==> config.mk <==
export PLATFORM = sky130hd
export DESIGN_NAME = uart_tx_frame
export DESIGN_NICKNAME = d
export VERILOG_FILES = /design/src/rtl/uart_pkg.sv /design/src/rtl/uart_baud_tick.sv /design/src/rtl/uart_tx_frame.sv
export SDC_FILE = /design/constraint.sdc
export NUM_CORES = 1
export LEC_CHECK = 0
export CAP_MARGIN = 20
export CORE_UTILIZATION = 45
export DETAILED_ROUTE_END_ITERATION = 8
export PLACE_DENSITY = 0.65
export SKIP_LAST_GASP = 1
export SYNTH_ARGS = -nofsm -noshare
export SYNTH_HDL_FRONTEND = slang
export SYNTH_SLANG_ARGS = --single-unit
==> constraint.sdc <==
create_clock -name clk -period 4.5 [get_ports clk]
set_clock_uncertainty 0.2 [all_clocks]
set_input_delay 1.125 -clock clk [delete_from_list [all_inputs] [get_ports clk]]
set_output_delay 1.125 -clock clk [all_outputs]
set_load 0.02 [all_outputs]
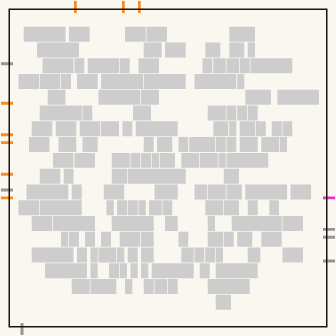
**Above:** run 1 (pin placement).
Pins as bars across the die edge, other pins in grey.
orange -> tx_data  # pins 8, direction input, edge 5 west, 3 north
magenta -> tx_ready  # pins 1, direction output, edge east
all pins by edge = 7 west, 4 east, 3 north, 1 south
die extent in x: 54.5 um
Die Y: 54.5 um
Port Buffers: 13

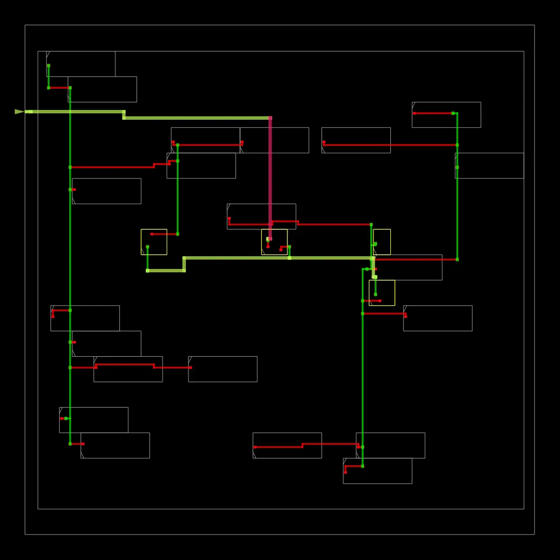
**Above:** run 1 (clock wiring as the flow saved it).
# clock sinks: 21
clkbuf count: 3
Latency at later pin: 0.31 ns

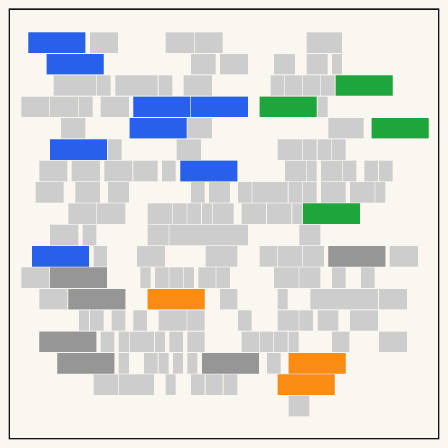
**Above:** run 1 (register map, names as in the netlist).
Other sequential cells in the stronger grey, the rest of the logic in the fainter grey.
orange -> r_state  # flops 3
green -> r_idx  # flops 4, where north-east
blue -> r_shift  # flops 8
not coloured = 6
Core Util, Final: 55.1%
Seq power: 0.201 mW
Reg area: 420 um2
flop share of the area: 30.0%

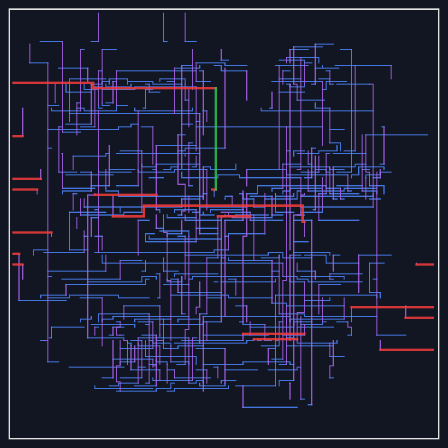
**Above:** run 1 (wiring by layer).
green -> M4  # wire length 12.9 um
blue -> M1  # wire length 1290 um
red -> M3  # wire length 117 um
purple -> M2  # wire length 1050 um
routed via count: 1070
final WL: 2460 um

==> impl_metrics.csv, run 1 <==
group,metric,value,unit
sta,rsz0062_at_grt,"false",
worst_setup_path,required,3.17,ns
finish,comb_share,54.5,%
finish,comb_area,763,um2
worst_setup_path,arrival,2.66,ns
worst_setup_path,crit_chain,"clkdlybuf4s50_1 -> nor4b_4 -> clkdlybuf4s50_1",
detailed_routing,vias_per_cell,5.94,
yosys,fp_nets,154,
floorplanning,nWellTaps,30,
finish,fillers,240,
place,gp_congestion,0.818,
run_status,status,"finished clean",
finish,mostFrequentLayoutCells,"dfxtp_1 (21), a21oi_1 (18), clkdlybuf4s50_1 (13)",
yosys,aoi_share,28.2,%
sta,fin_setup_tns,0,ns
finish,drive_gt1_share,10.0,%
clocking,cts_buffers,3,
place,placed_cells,176,
yosys,mux_area_share,6.46,%
floorplanning,die_area,0.00297,mm2
finish,layout_top_cell,"dfxtp_1",
yosys,ys_seq_share,33.9,%
detailed_routing,wl_met3,116,um
finish,final_cells,180,
yosys,synthesis.instances,139,
clocking,clockBufferDepth,2,
grt,use_met3,5.83,%
clocking,clockRootBuffer,"clkbuf_4",
worst_setup_path,reg2reg_depth,4,
yosys,ys_cells,139,
worst_setup_path,path_delay_family,"buffers and inverters",
job,warning_count,28,
job,cap_viol_max_count,0,
yosys,yosys-stat-area,0.00124,mm2
clocking,cts_hold_buf,0,
yosys,top_cell,"dfxtp_1",
sta,fin_crit,3.99,ns
sta,worstMarginPinSlew,0.706,ns
detailed_routing,drt_iter0_drc,16,
worst_setup_path,cpPeakStageDelay,0.64,ns
yosys,area_leaders,"dfxtp_1 (34%), a21oi_1 (7.3%), mux2i_1 (6.5%), a311oi_1 (3.5%), o21ai_0 (3.2%)",
yosys,ys_types,45,
finish,logic_gate_count,107,
finish,buffers,14,
worst_setup_path,cp.depth,3,
yosys,ys_sh_adder,3.03,%
finish,area_growth,13.0,%
detailed_routing,drc,0,
detailed_routing,wl_met2,1050,um
sta,period_used_share,88.6,%
grt,grt_pass1_wl,4130,um
sta,fmax,0.251,GHz
power,power.total,0.348,mW
worst_setup_path,critPathKind,"in2out",
detailed_routing,drt-met1-wl,1290,um
min_path,whs_path_depth,1,
yosys,top_cells_by_count,"dfxtp_1 (21), a21oi_1 (18), mux2i_1 (8), nor2_1 (8), o21ai_0 (8)",
worst_setup_path,cp_slowest_cell,"clkdlybuf4s50_1",
yosys,synthFlopType,"dfxtp_1",
place,dp_hpwl,1680,um
grt,grt_busiest_layer,"met2",
yosys,top_logic_kind,"AND-OR/OR-AND gates",
finish,antennaDiodeCount,0,
finish,inv_count,4,
worst_setup_path,crit_path_end_kind,"output port",
finish,ff_count,21,
## run 1: per-stage QoR
| stage | setup WS (ns) | cell area [um2] | hold slack [ns] |
|---|---|---|---|
| global placement | 0.541 | 1370 | 0.261 |
| floorplan | 1.60 | 1240 | 0.245 |
| global route | 0.448 | 1400 | 0.339 |
| detailed placement | 0.500 | 1370 | 0.272 |
| CTS | 0.491 | 1400 | 0.295 |
| finish | 0.514 | 1400 | 0.295 |
## run 1: power by group
part	total (mW)	leakage [nW]	internal [mW]	switching, mW
sequential	0.201	0.171	0.194	0.00711
combinational	0.0536	0.335	0.0284	0.0253
clock	0.0937	0.0177	0.0332	0.0605
total	0.348	0.524	0.255	0.0928
==> run 2, diff against run 1 <==
Settings changed: CAP_MARGIN 20 to 40, SLEW_MARGIN set to 40.
==> run 2 against run 1 <==
- register-to-register slack about the same
- first-iteration DRC count unchanged
- design area unchanged
- count of clock-buffer cells in the layout unchanged
- sequential cell count unchanged
- setup slack unchanged
- critical path depth unchanged
- critical endpoint unchanged
- largest power group unchanged
- highest routed layer unchanged
==> impl_metrics.csv, run 2 <==
group,metric,value,unit
finish,comb_area,763,um2
grt,use_met3,5.83,%
sta,fin_crit,3.99,ns
grt,grt_pass1_wl,4130,um
finish,antennaDiodeCount,0,
job,warning_count,28,
clocking,clk_latency,0.31,ns
power,power_leader,"registers",
power,power.switching,0.0928,mW
job,cap_viol_max_count,0,
power,p_comb_share,15.4,%
sta,fin_setup_tns,0,ns
sta,period_used_share,88.6,%
finish,fillers,240,
finish,mostFrequentLayoutCells,"dfxtp_1 (21), a21oi_1 (18), clkdlybuf4s50_1 (13)",
detailed_routing,drc,0,
sta,rsz0062_at_grt,"false",
finish,final_util,55.1,%
min_path,whs_path_depth,1,
worst_setup_path,critPathKind,"in2out",
detailed_routing,route.vias.total,1070,
detailed_routing,wl_met2,1050,um
yosys,ys_seq_share,33.9,%
sta,fmax,0.251,GHz
finish,stdcell_area,0.00140,mm2
yosys,synthFlopType,"dfxtp_1",
finish,regArea,420,um2
clocking,cts_hold_buf,0,
power,seq-power,0.201,mW
sta,worstMarginPinSlew,0.706,ns
clocking,clock_sinks,21,
power,swShare,26.7,%
run_status,status,"finished clean",
detailed_routing,vias_per_cell,5.94,
grt,grt_busiest_layer,"met2",
yosys,yosys-stat-area,0.00124,mm2
floorplanning,dieWidth,54.5,um
clocking,cts_buffers,3,
place,placed_cells,176,
detailed_routing,drt-met1-wl,1290,um
finish,area_growth,13.0,%
yosys,synthesis.instances,139,
yosys,top_cells_by_count,"dfxtp_1 (21), a21oi_1 (18), mux2i_1 (8), nor2_1 (8), o21ai_0 (8)",
yosys,area_leaders,"dfxtp_1 (34%), a21oi_1 (7.3%), mux2i_1 (6.5%), a311oi_1 (3.5%), o21ai_0 (3.2%)",
worst_setup_path,reg2reg_depth,4,
place,gp_congestion,0.818,
worst_setup_path,arrival,2.66,ns
sta,post-route-worst-setup-slack,0.514,ns
run 2: cell counts after synthesis:
Identical to the previous run, type by type.
run 2: area by class of cell:
class	instances	share of cell area [%]
Multi-Input combinational cell	107	54.5
Clock inverter	1	0.357
Clock buffer	3	1.61
Tap cell	30	2.68
Timing Repair Buffer	14	9.82
Inverter	4	1.07
Sequential cell	21	30.0
run 2: logic make-up after synthesis:
family	after synthesis	share of synthesized area, %
AND-OR/OR-AND	48	28.2
XOR/XNOR	1	0.706
adder cells (fa/ha/maj)	3	3.03
buffers and inverters	11	4.54
flip-flops	21	33.9
multiplexers	8	6.46
AND/OR/NAND/NOR	47	23.2
run 2: worst max-delay path, stage by stage:
cell and delay [ns]:
clkdlybuf4s50_1 0.62, nor4b_4 0.27, clkdlybuf4s50_1 0.64
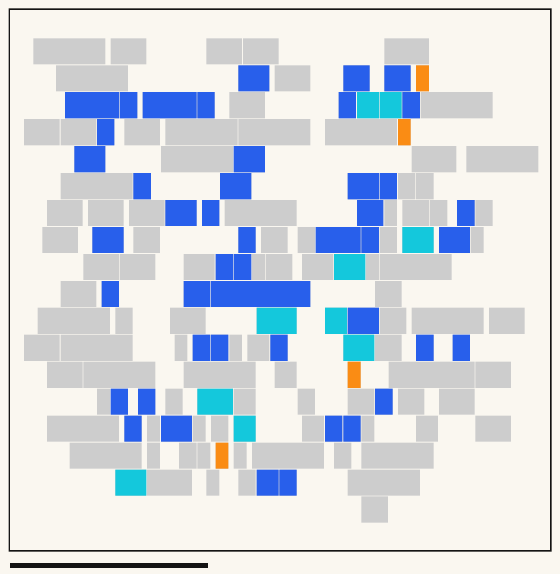
**Above:** run 2 (logic cells by family).
The bar under the picture is 20 um long.
cyan -> and/or cells  # cells 10
blue -> aoi and oai cells  # cells 45, most used a21oi_1
orange -> inv cells  # cells 4, most used inv_1
Comb/total area: 54.5%
post-route insts no fill: 180
most numerous logic cell after layout: dfxtp_1

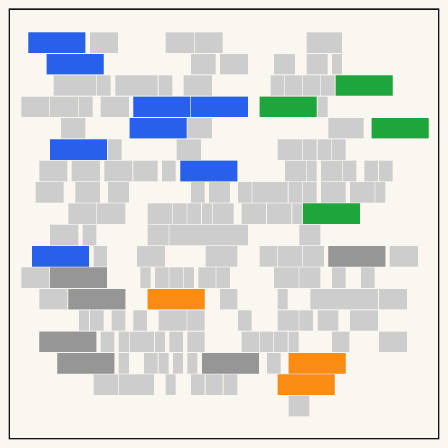
**Above:** run 2 (register map, names as in the netlist).
Other sequential cells in the stronger grey, the rest of the logic in the fainter grey.

Power figures rest on the tool's default switching activity, not on a simulated workload.
